**src/rtl/nurn_recall_engine_if.sv**
```systemverilog
// Weight-beat stream between the axon/weight source and the neuron recall engine.
// The source drives valid/data/spike; the engine drives ready.
interface nurn_recall_engine_if #(
  parameter int DSIZE = 16
);
  logic             wt_valid;
  logic [DSIZE-1:0] wt_data;
  logic             wt_spike;
  logic             wt_ready;

  modport master (output wt_valid, output wt_data, output wt_spike, input wt_ready);
  modport slave  (input wt_valid, input wt_data, input wt_spike, output wt_ready);
endinterface

```
**src/rtl/nurn_recall_engine.sv**
```systemverilog
// Time-multiplexed neuron recall engine: accumulates spiking-axon weights, adds bias,
// applies an optional leak, fires against threshold and writes back potential/refractory state.
module nurn_recall_engine #(
  parameter int DATA_BIT_WIDTH_INT  = 8,
  parameter int DATA_BIT_WIDTH_FRAC = 8,
  parameter int NUM_AXONS           = 256,
  parameter int AXON_CNT_BIT_WIDTH  = 8,
  parameter int REFRAC_BIT_WIDTH    = 4,
  parameter int LEAK_SHIFT_WIDTH    = 3,
  localparam int DSIZE = DATA_BIT_WIDTH_INT + DATA_BIT_WIDTH_FRAC
) (
  input  logic                        clk_i,
  input  logic                        rst_i,
  input  logic                        start_i,
  input  logic [1:0]                  nurnType_i,
  input  logic [LEAK_SHIFT_WIDTH-1:0] leakShift_i,
  input  logic [REFRAC_BIT_WIDTH-1:0] refracPer_i,
  input  logic [DSIZE-1:0]            rstPot_i,
  input  logic [DSIZE-1:0]            th_i,
  input  logic [DSIZE-1:0]            bias_i,
  input  logic [DSIZE-1:0]            membPot_i,
  input  logic [REFRAC_BIT_WIDTH-1:0] refracCnt_i,
  nurn_recall_engine_if.slave         wtBus,
  output logic [DSIZE-1:0]            membPot_o,
  output logic [REFRAC_BIT_WIDTH-1:0] refracCnt_o,
  output logic                        wrEn_o,
  output logic                        outSpike_o,
  output logic                        done_o,
  output logic                        busy_o,
  output logic                        sat_o
);

  typedef enum logic [2:0] {
    IDLE  = 3'd0,
    LOAD  = 3'd1,
    ACCUM = 3'd2,
    BIAS  = 3'd3,
    LEAK  = 3'd4,
    FIRE  = 3'd5,
    WB    = 3'd6
  } state_t;

  localparam logic [DSIZE-1:0] MAX_VAL = {1'b0, {(DSIZE-1){1'b1}}};
  localparam logic [DSIZE-1:0] MIN_VAL = {1'b1, {(DSIZE-1){1'b0}}};
  localparam logic [AXON_CNT_BIT_WIDTH-1:0] LAST_BEAT = AXON_CNT_BIT_WIDTH'(NUM_AXONS - 1);
  localparam logic [AXON_CNT_BIT_WIDTH-1:0] ONE_BEAT  = {{(AXON_CNT_BIT_WIDTH-1){1'b0}}, 1'b1};
  localparam logic [REFRAC_BIT_WIDTH-1:0]   ONE_REFR  = {{(REFRAC_BIT_WIDTH-1){1'b0}}, 1'b1};

  // Result MSB is the clip flag; lower DSIZE bits are the saturated sum.
  function automatic logic [DSIZE:0] satAdd(input logic [DSIZE-1:0] a, input logic [DSIZE-1:0] b);
    logic [DSIZE:0] sum;
    sum = {a[DSIZE-1], a} + {b[DSIZE-1], b};
    if (sum[DSIZE] != sum[DSIZE-1]) begin
      satAdd = {1'b1, (sum[DSIZE] ? MIN_VAL : MAX_VAL)};
    end else begin
      satAdd = {1'b0, sum[DSIZE-1:0]};
    end
  endfunction

  function automatic logic [DSIZE:0] satSub(input logic [DSIZE-1:0] a, input logic [DSIZE-1:0] b);
    logic [DSIZE:0] diff;
    diff = {a[DSIZE-1], a} - {b[DSIZE-1], b};
    if (diff[DSIZE] != diff[DSIZE-1]) begin
      satSub = {1'b1, (diff[DSIZE] ? MIN_VAL : MAX_VAL)};
    end else begin
      satSub = {1'b0, diff[DSIZE-1:0]};
    end
  endfunction

  state_t                      state_r;
  logic [DSIZE-1:0]            acc_r;
  logic [REFRAC_BIT_WIDTH-1:0] refr_r;
  logic [AXON_CNT_BIT_WIDTH-1:0] beatCnt_r;
  logic                        spk_r;
  logic                        ready_r;
  logic [DSIZE-1:0]            membPot_r;
  logic [REFRAC_BIT_WIDTH-1:0] refracCnt_r;
  logic                        wrEn_r;
  logic                        outSpike_r;
  logic                        done_r;
  logic                        busy_r;
  logic                        sat_r;

  logic [DSIZE-1:0] addOperand_s;
  logic [DSIZE:0]   addRes_s;
  logic [DSIZE-1:0] leakAmt_s;
  logic [DSIZE:0]   subRes_s;

  // Shared saturating adder (weight or bias) and leak subtractor.
  always_comb begin
    addOperand_s = '0;
    case (state_r)
      ACCUM:   addOperand_s = wtBus.wt_data;
      BIAS:    addOperand_s = bias_i;
      default: addOperand_s = '0;
    endcase
    addRes_s  = satAdd(acc_r, addOperand_s);
    leakAmt_s = $signed(acc_r) >>> leakShift_i;
    subRes_s  = satSub(acc_r, leakAmt_s);
  end

  // Pass sequencer with all outputs registered.
  always_ff @(posedge clk_i or posedge rst_i) begin
    if (rst_i) begin
      state_r     <= IDLE;
      acc_r       <= '0;
      refr_r      <= '0;
      beatCnt_r   <= '0;
      spk_r       <= 1'b0;
      ready_r     <= 1'b0;
      membPot_r   <= '0;
      refracCnt_r <= '0;
      wrEn_r      <= 1'b0;
      outSpike_r  <= 1'b0;
      done_r      <= 1'b0;
      busy_r      <= 1'b0;
      sat_r       <= 1'b0;
    end else begin
      wrEn_r     <= 1'b0;
      done_r     <= 1'b0;
      outSpike_r <= 1'b0;
      case (state_r)
        IDLE: begin
          if (start_i) begin
            state_r <= LOAD;
            busy_r  <= 1'b1;
          end
        end
        LOAD: begin
          acc_r     <= membPot_i;
          refr_r    <= refracCnt_i;
          beatCnt_r <= '0;
          sat_r     <= 1'b0;
          ready_r   <= 1'b1;
          state_r   <= ACCUM;
        end
        ACCUM: begin
          if (wtBus.wt_valid && ready_r) begin
            if (wtBus.wt_spike) begin
              acc_r <= addRes_s[DSIZE-1:0];
              if (addRes_s[DSIZE]) sat_r <= 1'b1;
            end
            if (beatCnt_r == LAST_BEAT) begin
              beatCnt_r <= '0;
              ready_r   <= 1'b0;
              state_r   <= BIAS;
            end else begin
              beatCnt_r <= beatCnt_r + ONE_BEAT;
            end
          end
        end
        BIAS: begin
          acc_r <= addRes_s[DSIZE-1:0];
          if (addRes_s[DSIZE]) sat_r <= 1'b1;
          state_r <= LEAK;
        end
        LEAK: begin
          if (nurnType_i == 2'd2) begin
            acc_r <= subRes_s[DSIZE-1:0];
            if (subRes_s[DSIZE]) sat_r <= 1'b1;
          end
          state_r <= FIRE;
        end
        FIRE: begin
          spk_r   <= (nurnType_i != 2'd1) && (refr_r == '0) && ($signed(acc_r) >= $signed(th_i));
          state_r <= WB;
        end
        WB: begin
          wrEn_r     <= 1'b1;
          done_r     <= 1'b1;
          outSpike_r <= spk_r;
          busy_r     <= 1'b0;
          state_r    <= IDLE;
          // A refractory neuron still drains its beats but is pinned to the reset potential.
          if (refr_r != '0) begin
            membPot_r   <= rstPot_i;
            refracCnt_r <= refr_r - ONE_REFR;
          end else if (spk_r) begin
            membPot_r   <= rstPot_i;
            refracCnt_r <= refracPer_i;
          end else if (nurnType_i == 2'd1) begin
            membPot_r   <= acc_r[DSIZE-1] ? '0 : acc_r;
            refracCnt_r <= '0;
          end else begin
            membPot_r   <= acc_r;
            refracCnt_r <= '0;
          end
        end
        default: begin
          state_r <= IDLE;
          busy_r  <= 1'b0;
          ready_r <= 1'b0;
        end
      endcase
    end
  end

  assign wtBus.wt_ready = ready_r;
  assign membPot_o      = membPot_r;
  assign refracCnt_o    = refracCnt_r;
  assign wrEn_o         = wrEn_r;
  assign outSpike_o     = outSpike_r;
  assign done_o         = done_r;
  assign busy_o         = busy_r;
  assign sat_o          = sat_r;

endmodule

```
**src/flat_wrapper.sv**
```systemverilog
// flat-port wrapper written by rule: the top's interface ports become plain ports
module nurn_recall_engine_flat 
#(
  parameter int DATA_BIT_WIDTH_INT  = 8,
  parameter int DATA_BIT_WIDTH_FRAC = 8,
  parameter int NUM_AXONS           = 256,
  parameter int AXON_CNT_BIT_WIDTH  = 8,
  parameter int REFRAC_BIT_WIDTH    = 4,
  parameter int LEAK_SHIFT_WIDTH    = 3,
  localparam int DSIZE = DATA_BIT_WIDTH_INT + DATA_BIT_WIDTH_FRAC
)
  (clk_i, rst_i, start_i, nurnType_i, leakShift_i, refracPer_i, rstPot_i, th_i, bias_i, membPot_i, refracCnt_i, membPot_o, refracCnt_o, wrEn_o, outSpike_o, done_o, busy_o, sat_o, wtBus_wt_valid, wtBus_wt_data, wtBus_wt_spike, wtBus_wt_ready);
  nurn_recall_engine_if #(.DSIZE(16)) wtBus_i ();
  input  logic clk_i;
  input  logic rst_i;
  input  logic start_i;
  input  logic [1:0] nurnType_i;
  input  logic [LEAK_SHIFT_WIDTH-1:0] leakShift_i;
  input  logic [REFRAC_BIT_WIDTH-1:0] refracPer_i;
  input  logic [DSIZE-1:0] rstPot_i;
  input  logic [DSIZE-1:0] th_i;
  input  logic [DSIZE-1:0] bias_i;
  input  logic [DSIZE-1:0] membPot_i;
  input  logic [REFRAC_BIT_WIDTH-1:0] refracCnt_i;
  output logic [DSIZE-1:0] membPot_o;
  output logic [REFRAC_BIT_WIDTH-1:0] refracCnt_o;
  output logic wrEn_o;
  output logic outSpike_o;
  output logic done_o;
  output logic busy_o;
  output logic sat_o;
  input wire logic [$bits(wtBus_i.wt_valid)-1:0] wtBus_wt_valid;
  input wire logic [$bits(wtBus_i.wt_data)-1:0] wtBus_wt_data;
  input wire logic [$bits(wtBus_i.wt_spike)-1:0] wtBus_wt_spike;
  output wire logic [$bits(wtBus_i.wt_ready)-1:0] wtBus_wt_ready;
  assign wtBus_i.wt_valid = wtBus_wt_valid;
  assign wtBus_i.wt_data = wtBus_wt_data;
  assign wtBus_i.wt_spike = wtBus_wt_spike;
  assign wtBus_wt_ready = wtBus_i.wt_ready;
  nurn_recall_engine #(.DATA_BIT_WIDTH_INT(DATA_BIT_WIDTH_INT), .DATA_BIT_WIDTH_FRAC(DATA_BIT_WIDTH_FRAC), .NUM_AXONS(NUM_AXONS), .AXON_CNT_BIT_WIDTH(AXON_CNT_BIT_WIDTH), .REFRAC_BIT_WIDTH(REFRAC_BIT_WIDTH), .LEAK_SHIFT_WIDTH(LEAK_SHIFT_WIDTH)) u_core (.clk_i(clk_i), .rst_i(rst_i), .start_i(start_i), .nurnType_i(nurnType_i), .leakShift_i(leakShift_i), .refracPer_i(refracPer_i), .rstPot_i(rstPot_i), .th_i(th_i), .bias_i(bias_i), .membPot_i(membPot_i), .refracCnt_i(refracCnt_i), .wtBus(wtBus_i), .membPot_o(membPot_o), .refracCnt_o(refracCnt_o), .wrEn_o(wrEn_o), .outSpike_o(outSpike_o), .done_o(done_o), .busy_o(busy_o), .sat_o(sat_o));
endmodule
```
**config.mk**
```make
export PLATFORM = sky130hd
export DESIGN_NAME = nurn_recall_engine_flat
export DESIGN_NICKNAME = d
export VERILOG_FILES = /design/src/rtl/nurn_recall_engine_if.sv /design/src/rtl/nurn_recall_engine.sv /design/src/flat_wrapper.sv
export SDC_FILE = /design/constraint.sdc
export NUM_CORES = 1
export LEC_CHECK = 0
export CAP_MARGIN = 10
export CELL_PAD_IN_SITES_DETAIL_PLACEMENT = 0
export CELL_PAD_IN_SITES_GLOBAL_PLACEMENT = 1
export CORE_MARGIN = 2
export CORE_UTILIZATION = 30
export CTS_CLUSTER_DIAMETER = 50
export DETAILED_ROUTE_END_ITERATION = 10
export DONT_BUFFER_PORTS = 1
export PLACE_DENSITY = 0.63
export SYNTH_ARGS = -nofsm -noshare
export SYNTH_HDL_FRONTEND = slang
export SYNTH_SLANG_ARGS = --single-unit
```
**constraint.sdc**
```tcl
create_clock -name clk_i -period 8.6 [get_ports clk_i]
set_clock_uncertainty 0.2 [all_clocks]
set_input_delay 2.58 -clock clk_i [delete_from_list [all_inputs] [get_ports clk_i]]
set_output_delay 2.58 -clock clk_i [all_outputs]
set_load 0.1 [all_outputs]
```
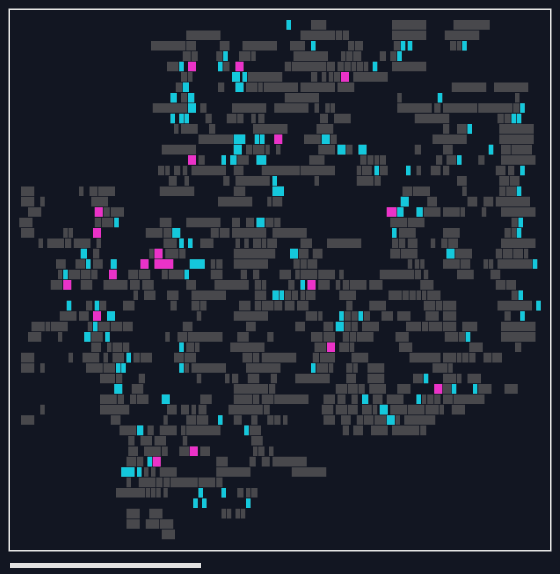
(gate families picked out)
The bar under the picture is 50 µm long.
[NAND gates] cyan | cells: 105 | where: widely spread
[AND and OR gates] magenta | cells: 19
most used logic cell in the final layout: nand2_1
fin cells: 923
logic share of the area: 64.2%

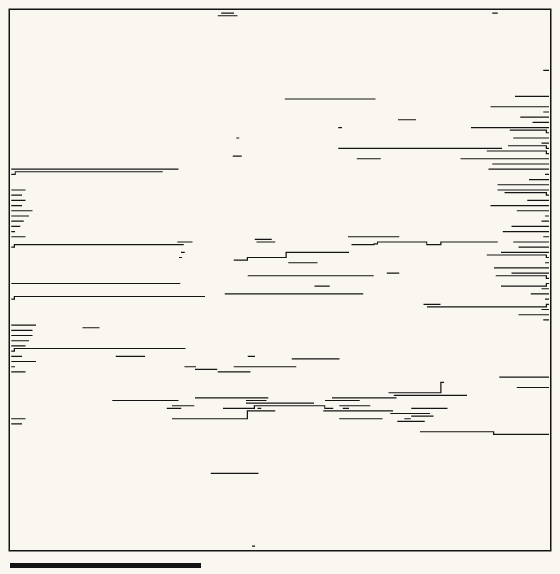
(M3 wires)
The bar under the picture is 50 µm long.
longest straight run: 49.7 µm
share of all routed wire: 8.0%
drt total wl: 17,600 µm
met3 Use GR: 4.56%

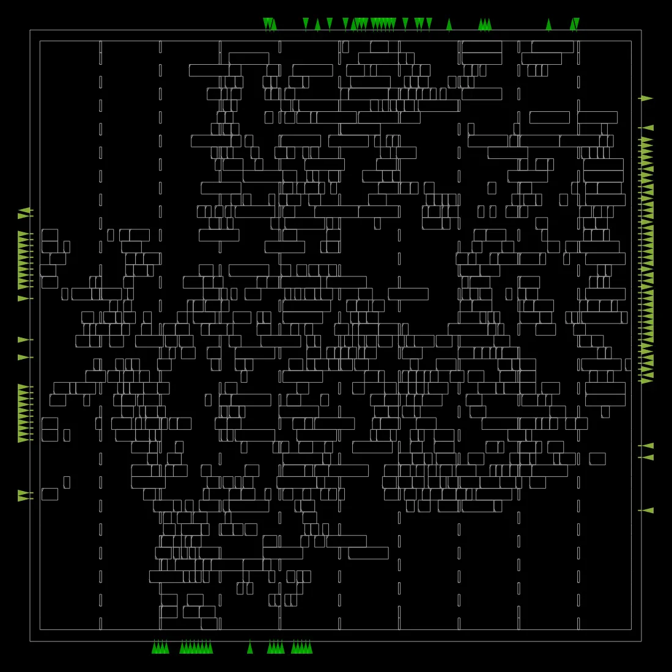
(cell outlines without signal wires)
FILL cells: 1,963
utilization after layout: 33.2%
# rows: 50

[final cells by class]
type	instances	area (µm²)
fillers	1963	12400
inverters	37	139
well taps	234	293
clock inverters	5	56.3
repair buffers	6	52.6
clock buffers	11	243
multi-input cells	573	3970
flip-flops and latches	57	1430
[metal layers]
layer	wire [µm]	share of wire, %	up-vias	track usage (%)
met1	8000	46	2470	23.2
met2	7770	44	175	27.5
li1	-	-	2532	-
met3	1410	8.0	22	4.56
met5	0	0	-	0
met4	404	2.3	0	5.42
[worst max path at each step]
stage | to | depth (start not counted)
global placement | u_core.acc_r[0] | 14
CTS | u_core.acc_r[0] | 14
global route | u_core.acc_r[0] | 14
finish | u_core.acc_r[0] | 12
floorplan | u_core.acc_r[0] | 16
detailed placement | u_core.acc_r[0] | 14
==> run summary <==
impl run done, here's what came out: Slew headroom=28.2%, Post-Syn Area=5650 µm², Post-CTS Hold Fix Bufs=0, final non-filler cell area=6180 µm², CP arrival=5840 ps, Core Footprint=roughly 19,000 µm², die area=about 20,000 µm², outcome=completed, DP Wirelength=~14,000 µm, syn nets=roughly 850, CP Data Required Time=~8600 ps, Worst Setup SP=leakShift_i[0], vias per std cell=~5.6, most frequent cells in the layout=nand2_1 (70), nor2_1 (64), o21ai_0 (60), a21oi_1 (59), dfrtp_1 (56), Worst Setup Slack, final=2760 ps, final critical-path required period=5840 ps, Post-Synth XOR/XNOR Area=under 10%, DRT iter0 DRCs=about 320, top-count cell post-synth=nand2_1, max-cap viol count=0, dpl cell area=5850 µm², FMAX=between 0.15 and 0.2 GHz, later-pin clock latency in the skew report=about 330 ps, Hold Path Depth=1, total gr overflow=0, Num CTS Buffers=9, Mux cell area share=about 9.7%, R2R Path Start=u_core.state_r[2], final hold violations=0, number of remaining DRC errors=0, RSZ-0062 raised after global routing=no, wire length of the first global-routing pass=around 27,000 µm, ao+oa area frac=about 27%, Root Buffer=clkbuf_16
